==> src/rtl/ibex_rf_wb_pkg.sv <==
// Shared types and helpers for the register-file writeback arbiter.
package ibex_rf_wb_pkg;

    localparam int unsigned REG_ADDR_W = 5;
    localparam int unsigned NUM_REGS   = 32;
    localparam int unsigned WB_DATA_W  = 32;

    // One pending register-file write.
    typedef struct packed {
        logic [REG_ADDR_W-1:0] waddr;
        logic [WB_DATA_W-1:0]  wdata;
    } wb_req_t;

    // Source that owns the write port in a given cycle.
    typedef enum logic [1:0] {
        WB_NONE = 2'd0,
        WB_EX   = 2'd1,
        WB_LSU  = 2'd2
    } wb_src_e;

    // Number of architectural registers for the selected ISA variant.
    function automatic int unsigned num_words(input bit rv32e);
        return rv32e ? 32'd16 : 32'd32;
    endfunction

    // x0 and registers beyond the architectural set are never tracked.
    function automatic logic reg_tracked(input logic [REG_ADDR_W-1:0] addr, input bit rv32e);
        return (addr != '0) && (32'(addr) < num_words(rv32e));
    endfunction

endpackage

==> src/rtl/ibex_rf_wb_fifo.sv <==
// Synchronous FIFO buffering LSU load responses; a pushed entry becomes
// visible at the head on the following cycle.
module ibex_rf_wb_fifo
    import ibex_rf_wb_pkg::*;
#(
    parameter int unsigned Depth = 2
) (
    input  logic    clk_i,
    input  logic    rst_ni,
    input  logic    push,
    input  wb_req_t push_data,
    input  logic    pop,
    output wb_req_t head,
    output logic    full,
    output logic    empty
);

    localparam int unsigned     PtrW    = (Depth > 1) ? $clog2(Depth) : 1;
    localparam int unsigned     CntW    = $clog2(Depth + 1);
    localparam logic [PtrW-1:0] LastPtr = PtrW'(Depth - 1);
    localparam logic [CntW-1:0] FullCnt = CntW'(Depth);

    wb_req_t         mem [Depth];
    logic [PtrW-1:0] wptr;
    logic [PtrW-1:0] rptr;
    logic [CntW-1:0] count;
    logic            do_push;
    logic            do_pop;

    assign full    = (count == FullCnt);
    assign empty   = (count == '0);
    assign do_push = push && !full;
    assign do_pop  = pop && !empty;
    assign head    = mem[rptr];

    // Storage, pointers and occupancy count.
    always_ff @(posedge clk_i or negedge rst_ni) begin
        if (!rst_ni) begin
            for (int i = 0; i < int'(Depth); i++) begin
                mem[i] <= '0;
            end
            wptr  <= '0;
            rptr  <= '0;
            count <= '0;
        end else begin
            if (do_push) begin
                mem[wptr] <= push_data;
                wptr      <= (wptr == LastPtr) ? '0 : wptr + PtrW'(1);
            end
            if (do_pop) begin
                rptr <= (rptr == LastPtr) ? '0 : rptr + PtrW'(1);
            end
            case ({do_push, do_pop})
                2'b10:   count <= count + CntW'(1);
                2'b01:   count <= count - CntW'(1);
                default: count <= count;
            endcase
        end
    end

endmodule

==> src/rtl/ibex_rf_wb_arbiter.sv <==
// Shares the register-file write port between EX writeback and buffered
// LSU load responses, with bounded EX starvation and a per-register
// pending-load scoreboard for RAW/WAW hazards.
// Optional macro IBEX_RF_WB_FORWARD_EN: forward the committing load data
// to ID in the cycle its last pending load retires.
module ibex_rf_wb_arbiter
    import ibex_rf_wb_pkg::*;
#(
    parameter bit          RV32E          = 1'b0,
    parameter int unsigned DataWidth      = 32,
    parameter int unsigned LsuFifoDepth   = 2,
    parameter int unsigned MaxOutstanding = 2,
    parameter int unsigned StallMax       = 4
) (
    input  logic                 clk_i,
    input  logic                 rst_ni,
    input  logic                 ex_valid_i,
    input  logic [4:0]           ex_waddr_i,
    input  logic [DataWidth-1:0] ex_wdata_i,
    output logic                 ex_ready_o,
    input  logic                 lsu_valid_i,
    input  logic [4:0]           lsu_waddr_i,
    input  logic [DataWidth-1:0] lsu_wdata_i,
    output logic                 lsu_ready_o,
    input  logic                 issue_load_i,
    input  logic [4:0]           issue_load_rd_i,
    input  logic [4:0]           raddr_a_i,
    input  logic [4:0]           raddr_b_i,
    output logic                 hazard_a_o,
    output logic                 hazard_b_o,
    output logic                 fwd_a_o,
    output logic                 fwd_b_o,
    output logic [DataWidth-1:0] fwd_wdata_o,
    output logic                 rf_we_o,
    output logic [4:0]           rf_waddr_o,
    output logic [DataWidth-1:0] rf_wdata_o
);

    localparam int unsigned        CntW      = $clog2(MaxOutstanding + 1);
    localparam logic [CntW-1:0]    CntMax    = CntW'(MaxOutstanding);
    localparam int unsigned        StarveW   = (StallMax > 0) ? $clog2(StallMax + 1) : 1;
    localparam logic [StarveW-1:0] StarveMax = StarveW'(StallMax);

    wb_req_t             lsu_req;
    wb_req_t             fifo_head;
    logic                fifo_full;
    logic                fifo_empty;
    logic                fifo_push;
    logic                fifo_pop;
    wb_src_e             src;
    logic                ex_ok;
    logic [StarveW-1:0]  starve_q;
    logic [StarveW-1:0]  starve_d;
    logic [CntW-1:0]     sb_cnt [NUM_REGS];
    logic [NUM_REGS-1:0] inc_vec;
    logic [NUM_REGS-1:0] dec_vec;
    logic                pend_a;
    logic                pend_b;

    assign lsu_req.waddr = lsu_waddr_i;
    assign lsu_req.wdata = WB_DATA_W'(lsu_wdata_i);
    assign fifo_push     = lsu_valid_i && !fifo_full;
    assign lsu_ready_o   = !fifo_full;

    ibex_rf_wb_fifo #(
        .Depth (LsuFifoDepth)
    ) u_fifo (
        .clk_i     (clk_i),
        .rst_ni    (rst_ni),
        .push      (fifo_push),
        .push_data (lsu_req),
        .pop       (fifo_pop),
        .head      (fifo_head),
        .full      (fifo_full),
        .empty     (fifo_empty)
    );

    // EX may only write once no older load to the same register is pending.
    assign ex_ok = ex_valid_i &&
                   !(reg_tracked(ex_waddr_i, RV32E) && (sb_cnt[ex_waddr_i] != '0));

    // Grant selection and write-port drive.
    always_comb begin
        src        = WB_NONE;
        rf_we_o    = 1'b0;
        rf_waddr_o = '0;
        rf_wdata_o = '0;
        ex_ready_o = 1'b0;
        fifo_pop   = 1'b0;
        if (ex_ok && (starve_q == StarveMax)) begin
            src = WB_EX;
        end else if (!fifo_empty) begin
            src = WB_LSU;
        end else if (ex_ok) begin
            src = WB_EX;
        end
        case (src)
            WB_EX: begin
                rf_we_o    = 1'b1;
                rf_waddr_o = ex_waddr_i;
                rf_wdata_o = ex_wdata_i;
                ex_ready_o = 1'b1;
            end
            WB_LSU: begin
                rf_we_o    = 1'b1;
                rf_waddr_o = fifo_head.waddr;
                rf_wdata_o = DataWidth'(fifo_head.wdata);
                fifo_pop   = 1'b1;
            end
            default: ;
        endcase
    end

    // Count consecutive cycles an eligible EX request loses to the FIFO.
    always_comb begin
        starve_d = starve_q;
        if (!ex_valid_i || (src == WB_EX)) begin
            starve_d = '0;
        end else if (ex_ok && (src == WB_LSU) && (starve_q != StarveMax)) begin
            starve_d = starve_q + StarveW'(1);
        end
    end

    // Starve counter register.
    always_ff @(posedge clk_i or negedge rst_ni) begin
        if (!rst_ni) begin
            starve_q <= '0;
        end else begin
            starve_q <= starve_d;
        end
    end

    // One-hot issue and retire strobes per register.
    always_comb begin
        inc_vec = '0;
        dec_vec = '0;
        if (issue_load_i && reg_tracked(issue_load_rd_i, RV32E)) begin
            inc_vec[issue_load_rd_i] = 1'b1;
        end
        if (fifo_pop && reg_tracked(fifo_head.waddr, RV32E)) begin
            dec_vec[fifo_head.waddr] = 1'b1;
        end
    end

    // Pending-load scoreboard; saturates at both ends.
    always_ff @(posedge clk_i or negedge rst_ni) begin
        if (!rst_ni) begin
            for (int r = 0; r < int'(NUM_REGS); r++) begin
                sb_cnt[r] <= '0;
            end
        end else begin
            for (int r = 0; r < int'(NUM_REGS); r++) begin
                if (inc_vec[r] && !dec_vec[r] && (sb_cnt[r] != CntMax)) begin
                    sb_cnt[r] <= sb_cnt[r] + CntW'(1);
                end else if (dec_vec[r] && !inc_vec[r] && (sb_cnt[r] != '0)) begin
                    sb_cnt[r] <= sb_cnt[r] - CntW'(1);
                end
            end
        end
    end

    assign pend_a = reg_tracked(raddr_a_i, RV32E) && (sb_cnt[raddr_a_i] != '0);
    assign pend_b = reg_tracked(raddr_b_i, RV32E) && (sb_cnt[raddr_b_i] != '0);

`ifdef IBEX_RF_WB_FORWARD_EN
    logic [NUM_REGS-1:0] clear_vec;

    // Registers whose last pending load retires this cycle.
    always_comb begin
        for (int r = 0; r < int'(NUM_REGS); r++) begin
            clear_vec[r] = dec_vec[r] && !inc_vec[r] && (sb_cnt[r] == CntW'(1));
        end
    end

    assign fwd_a_o     = pend_a && clear_vec[raddr_a_i];
    assign fwd_b_o     = pend_b && clear_vec[raddr_b_i];
    assign hazard_a_o  = pend_a && !clear_vec[raddr_a_i];
    assign hazard_b_o  = pend_b && !clear_vec[raddr_b_i];
    assign fwd_wdata_o = rf_wdata_o;
`else
    assign fwd_a_o     = 1'b0;
    assign fwd_b_o     = 1'b0;
    assign hazard_a_o  = pend_a;
    assign hazard_b_o  = pend_b;
    assign fwd_wdata_o = '0;
`endif

endmodule

==> config.mk <==
export PLATFORM = sky130hd
export DESIGN_NAME = ibex_rf_wb_arbiter
export DESIGN_NICKNAME = d
export VERILOG_FILES = /design/src/rtl/ibex_rf_wb_pkg.sv /design/src/rtl/ibex_rf_wb_fifo.sv /design/src/rtl/ibex_rf_wb_arbiter.sv
export SDC_FILE = /design/constraint.sdc
export NUM_CORES = 1
export LEC_CHECK = 0
export CAP_MARGIN = 20
export CORE_MARGIN = 2
export CORE_UTILIZATION = 55
export DETAILED_ROUTE_END_ITERATION = 10
export DONT_BUFFER_PORTS = 1
export PLACE_DENSITY = 0.73
export REMOVE_ABC_BUFFERS = 1
export SETUP_SLACK_MARGIN = 0.1
export SLEW_MARGIN = 20
export SYNTH_ARGS = -nofsm -noshare
export SYNTH_HDL_FRONTEND = slang
export SYNTH_SLANG_ARGS = --single-unit
==> constraint.sdc <==
create_clock -name clk_i -period 3.7 [get_ports clk_i]
set_clock_uncertainty 0.1 [all_clocks]
set_input_delay 0.74 -clock clk_i [delete_from_list [all_inputs] [get_ports clk_i]]
set_output_delay 0.74 -clock clk_i [all_outputs]
set_load 0.05 [all_outputs]
Figure 1. Selected gate families (run 1).
Scale bar: 50 um.
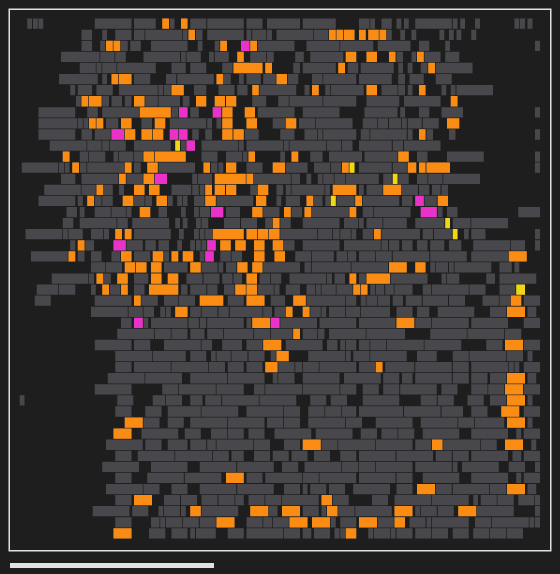
Key: inv cells = yellow [cells 7]; and/or cells = magenta [cells 16]; aoi and oai cells = orange [cells 185]

Figure 2. Placement by cell class (run 1).
Scale bar: 50 um.
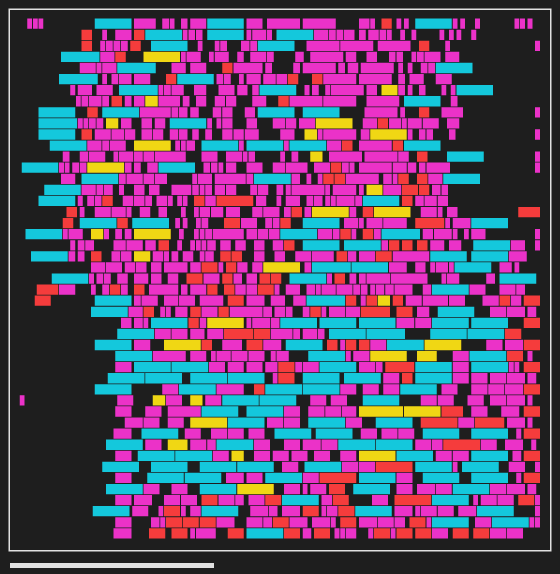
Key: remaining buffers and delay cells = red [cells 132]; sequential cells = cyan [cells 143]; remaining logic cells = magenta [cells 696]; clock drivers and dummy loads = yellow [cells 32]

Figure 3. Clock distribution (run 1).
Scale bar: 50 um.
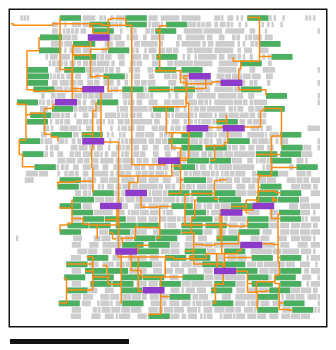
Key: clock wires = orange [length 1910 um]; flip-flops = green [count 143]; clock-net drivers = purple [count 17]
There are 18 routed clock nets.

==> run notes, run 1 <==
Update from the flow run.

The synthesized area is 9090 um2. After synthesis, the netlist uses 52 different library cells. The largest register by flop count is u_fifo.mem. The CTS log lists the clock sinks for this run as 143. The final weighted congestion recorded by global placement is 0.926. Sequential power for this build is 2.72 mW.

Per the synth stats, the flop cell with the highest instance count is sky130_fd_sc_hd__dfrtp_1. Across all checked pins, the minimum headroom to the slew limit is 0.263. The highest attainable clock frequency is 0.251 GHz. Averaged over all synthesized cells, the footprint is 10.4 um2. Setup repair after global routing could not meet its margin everywhere. Per the synthesis report, the adder-cell share of the synthesized area is 0.00688.

In the final layout, the registers with the most flip-flops are u_fifo.mem: 74 flops, sb_cnt: 62 flops, starve_q: 3 flops. The worst setup margin is -286 ps. Entering global routing, the biggest net connects 144 pins. The cell that appears most often on the critical path is sky130_fd_sc_hd__buf_6. The smallest hold slack is -116 ps.

The level count of the clock H-tree is 4. On the worst setup and hold paths after CTS, the clock-pin slew comes to 70 ps. For reference, the final report shows the hold violation count at 143. The power drawn by the combinational cells is 7.41 mW. The number of violations of the max-capacitance limit is 0. The kind of start point of the critical path is a flip-flop.

The timing report notes that buffer and inverter cells on the critical path total 2. After detailed routing, the number of remaining DRC violations is 0. The warning tally printed by Yosys for this design is 0. The die outline area is 17600 um2. The transition time at the pin with the least slew margin is 1100 ps.

After floorplanning, the core was sized to cover 16300 um2. Once detailed placement completed, the half-perimeter wirelength came to 16300 um. The register bit count reported by yosys is 143. The finished design was reported to have a net count of 1089. The critical path data arrival time is 3150 ps.

The wire length per cell is 22.5 um. The post-synthesis async set-or-reset flop share is 1.00. The clock network consumes a total of 1.74 mW. Per the cell usage report, the commonest logic cells after layout are 134 x sky130_fd_sc_hd__dfrtp_1, 132 x sky130_fd_sc_hd__mux2_2, 77 x sky130_fd_sc_hd__nor2_1, 70 x sky130_fd_sc_hd__buf_4, 55 x sky130_fd_sc_hd__o211ai_1. The residual antenna-violating net count after detailed routing is 0. The flow ran to the end, but the final reports show violations.

The dominant non-sequential cell family after synthesis is multiplexers. The floorplan step records an initial core utilization of 0.556. The die is 133 um wide.

For this run, the final setup violation count is recorded as 39. In the final layout, the fill cell count is 1069. The final reports fail on hold timing, setup timing.
-- run 1: timing repair --
| item | in CTS | in global routing |
|---|---|---|
| buffers inserted | 25 | 16 |
| endpoints found under the hold margin | 143 | 143 |
| resized | 90 | 106 |
| setup endpoints to repair | 39 | 73 |
| pin swaps | 11 | 47 |
| cloned | 0 | 8 |
-- run 1: final cells by class --
class | count | share of cell area
clock buffers | 19 | 0.0389
flip-flops and latches | 143 | 0.309
repair buffers | 132 | 0.117
well taps | 220 | 0.0237
multi-input cells | 689 | 0.497
inverters | 7 | 0.00247
clock inverters | 13 | 0.0123
-- run 1: final timing paths --
kind | start | end | cells past startpoint
setup / recovery | sb_cnt[23] | rf_wdata_o[13] | 11
hold / removal | rst_ni | u_fifo.mem[13] | 0
setup reg to reg | sb_cnt[23] | sb_cnt[46] | 16
hold reg to reg | sb_cnt[2] | sb_cnt[2] | 1
max in group asynchronous | rst_ni | sb_cnt[32] | 0
min in group clk_i | ex_valid_i | starve_q[1] | 2
-- run 1: per-layer routing --
layer | GRT usage | up-vias | wire, um
li1 | - | 3432 | -
met1 | 0.348 | 3863 | 10600
met2 | 0.447 | 437 | 13300
met3 | 0.0816 | 117 | 2440
met4 | 0.132 | 2 | 1160
met5 | 0 | - | 10
-- run 1: through the flow --
step / hold WS, ps / total power, mW / util / worst slack, ps / TNS, ps
5_1_grt: -128 / 12.3 / 0.712 / -334 / -11030
2_1_floorplan: 344 / 6.72 / - / -1050 / -67340
4_1_cts: -117 / 10.8 / 0.666 / -115 / -3400
3_5_place_dp: 348 / 8.42 / 0.597 / -212 / -7140
6_report: -116 / 11.9 / 0.712 / -286 / -8120
3_3_place_gp: 347 / 8.29 / 0.597 / -92.6 / -3000
--- run 2 (diff from run 1) ---
Settings changed: CORE_MARGIN 2 to 10, CORE_UTILIZATION 55 to 31, PLACE_DENSITY 0.73 to unset.
Figure 4. Power grid (run 2).
Pins as bars on the die edge. Tap cells in grey.
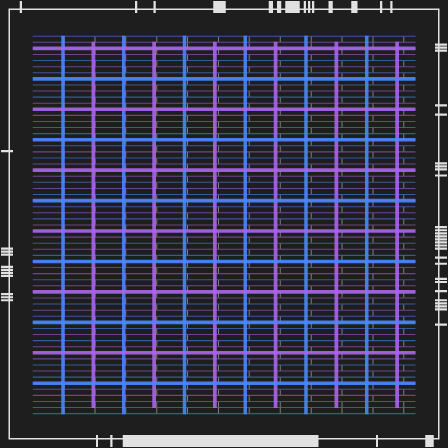
Key: VSS = blue; VDD = purple
384 tap cells. 170 signal pins sit on the boundary. The core has 62 rows. 12 straps on met4.

Figure 5. Clock distribution (run 2).
Scale bar: 50 um.
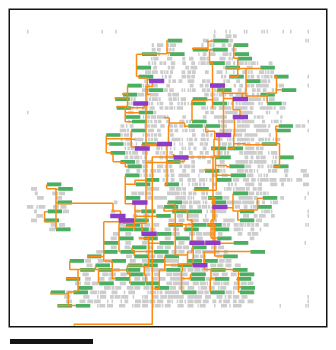
Key: clock wires = orange [length 2100 um]; clock-net drivers = purple [count 17]; flip-flops = green [count 143]
There are 18 routed clock nets.
Latency at later pin: 430 ps
clock share of power: 0.153
power dissipated in the clock network: 1.79 mW

Figure 6. Placement by cell class (run 2).
Scale bar: 50 um.
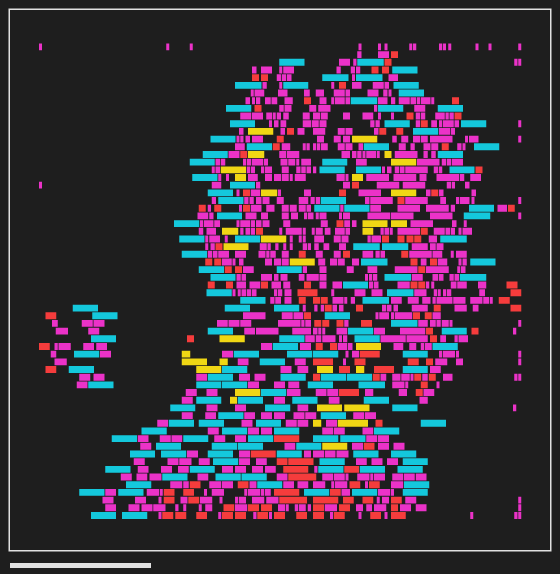
Key: sequential cells = cyan [cells 143]; remaining buffers and delay cells = red [cells 137]; clock drivers and dummy loads = yellow [cells 32]; remaining logic cells = magenta [cells 696]
total core area: 28900 um2
sequential cell area share: 0.307
utilization after layout: 0.406
finished layout cell area: 11700 um2
standard-cell rows: 62

==> run 2 against run 1 <==
Effect of this change:
- the flow still finishes with violations (hold timing, setup timing)
- worst setup slack gained 140 ps
- sequential cell count is the same
- sequential power is essentially flat
- clock-buffer cell count shrank 2
- die area grew 110%
- routed wire length grew 4.2%
- maximum frequency grew 3.7%
- clock power grew 3%
- total power shrank 1.5%
- critical endpoint is now rf_wdata_o[23]
- largest cell class unchanged
- largest power group unchanged
- highest routed layer is now met4
==> run notes, run 2 <==
Update from the flow run.

Leaving out fill and tap cells, the most frequent cells in the layout are 138 x sky130_fd_sc_hd__mux2_2, 127 x sky130_fd_sc_hd__dfrtp_1, 87 x sky130_fd_sc_hd__nor2_1, 81 x sky130_fd_sc_hd__buf_4, 55 x sky130_fd_sc_hd__o211ai_1. Setup repair after global routing could not meet its margin everywhere. The post-synthesis async set-or-reset flop share is 1.00 (unchanged). The DRC violations left came to 0 (unchanged). The adder and majority cell fraction of the synthesized area is 0.00688 (unchanged). STA classifies the critical path startpoint as a flip-flop. The worst setup margin is -142 ps (+144 ps). The register bit count reported by yosys is 143 (unchanged). The checks that failed: hold timing, setup timing. The largest net degree at the start of global routing was 144 (unchanged). The number of violations of the max-capacitance limit came to 0 (unchanged).

The post-placement worst setup slack is -142 ps (+70.0 ps). The number of failing hold endpoints at the final stage was 143 (unchanged). The power consumed by sequential cells is 2.70 mW (about the same). The count of final setup violators is 36 (-7.7%). The most numerous cell type found on the critical path is sky130_fd_sc_hd__buf_6. The smallest hold slack is -110 ps (+6.11 ps).

The number of gates resized after CTS was 109 (+21%). The core utilization before placement is 0.315 (-0.241). The number of distinct library cell variants in the gate-level netlist after synthesis came to 52 (unchanged). The power drawn by the combinational cells was 7.20 mW (-2.8%).

The highest attainable clock frequency is 0.260 GHz (+3.7%). The mean cell area of the mapped netlist is 10.4 um2 (unchanged). The number of warning messages in the yosys log is 0 (unchanged). The largest registers in the layout are u_fifo.mem: 74 flops, sb_cnt: 62 flops, starve_q: 3 flops.

The die outline area was 36600 um2 (+110%). The die span in x was 191 um (+44%). In the synthesized netlist, the dominant kind of combinational cell is multiplexers.

The register clock-pin slew on the reported worst setup and hold paths is 80 ps (about the same). The number of nets in the layout is 1094 (+0.46%). The number of buffers inserted to repair setup after CTS was 36 (+44%). The relative slew slack is 0.455 (+0.192). Ranked by flip-flop count, first place goes to u_fifo.mem. The flow ran to the end, but the final reports show violations. The HPWL reported at the end of detailed placement is 19600 um (+20%). The count of cells along the worst register-to-register path came to 14 (-2). Looking at the reg2reg group, the worst path ends at sb_cnt[58]. The wire length per cell is 20.6 um (-8.5%).
## run 2: cell count changes in the layout (fill, tap and decap cells not counted), sizes merged
cell	change
inv	-2
clkinv	+2
clkinvlp	+2
clkbuf	-2
buf	+5
## run 2: layout make-up
class	instances	area, um2
multi-input cells	689	5580
flip-flops and latches	143	3600
repair buffers	137	1410
well taps	384	480
fillers	2731	17100
clock inverters	15	195
inverters	7	33.8
clock buffers	17	425
## run 2: worst max-delay path by stage
stage / from / to / slack, ps / depth (start not counted)
2_1_floorplan: ex_waddr_i[1] / rf_waddr_o[1] / -1050 / 9
3_3_place_gp: ex_waddr_i[1] / rf_wdata_o[15] / -120 / 11
3_5_place_dp: ex_waddr_i[1] / rf_wdata_o[25] / -140 / 11
4_1_cts: sb_cnt[16] / rf_wdata_o[27] / -60 / 11
5_1_grt: sb_cnt[17] / rf_wdata_o[11] / -260 / 12
6_report: sb_cnt[17] / rf_wdata_o[23] / -140 / 12
## run 2: cell families (layout without fill, tap and decap cells)
| logic type | Yosys count | after routing |
|---|---|---|
| AND-OR/OR-AND | 194 | 194 |
| other | 1 | 34 |
| adder cells (fa/ha/maj) | 5 | 5 |
| XOR/XNOR | 5 | 5 |
| multiplexers | 200 | 200 |
| buffers and inverters | 78 | 176 |
| AND/OR/NAND/NOR | 251 | 251 |
| flip-flops | 143 | 143 |
## run 2: worst max-delay path: cells and delay by family, from the launching register on
kind	cells	cell delay [ps]
DFF	1	400
AOI/OAI and AO/OA	5	770
adders and majority gates	1	240
buffers and inverters	3	490
and+or+nand+nor	2	210
muxes	1	470
## run 2: metal layers
layer | up-vias | part of all wire | track usage
met5 | - | 0 | 0
met4 | 0 | 0.036 | 0.0673
met3 | 73 | 0.062 | 0.0282
met2 | 299 | 0.50 | 0.252
met1 | 3753 | 0.41 | 0.177
li1 | 3445 | - | -
No activity file was given, so power comes from the tool's default toggle rates.
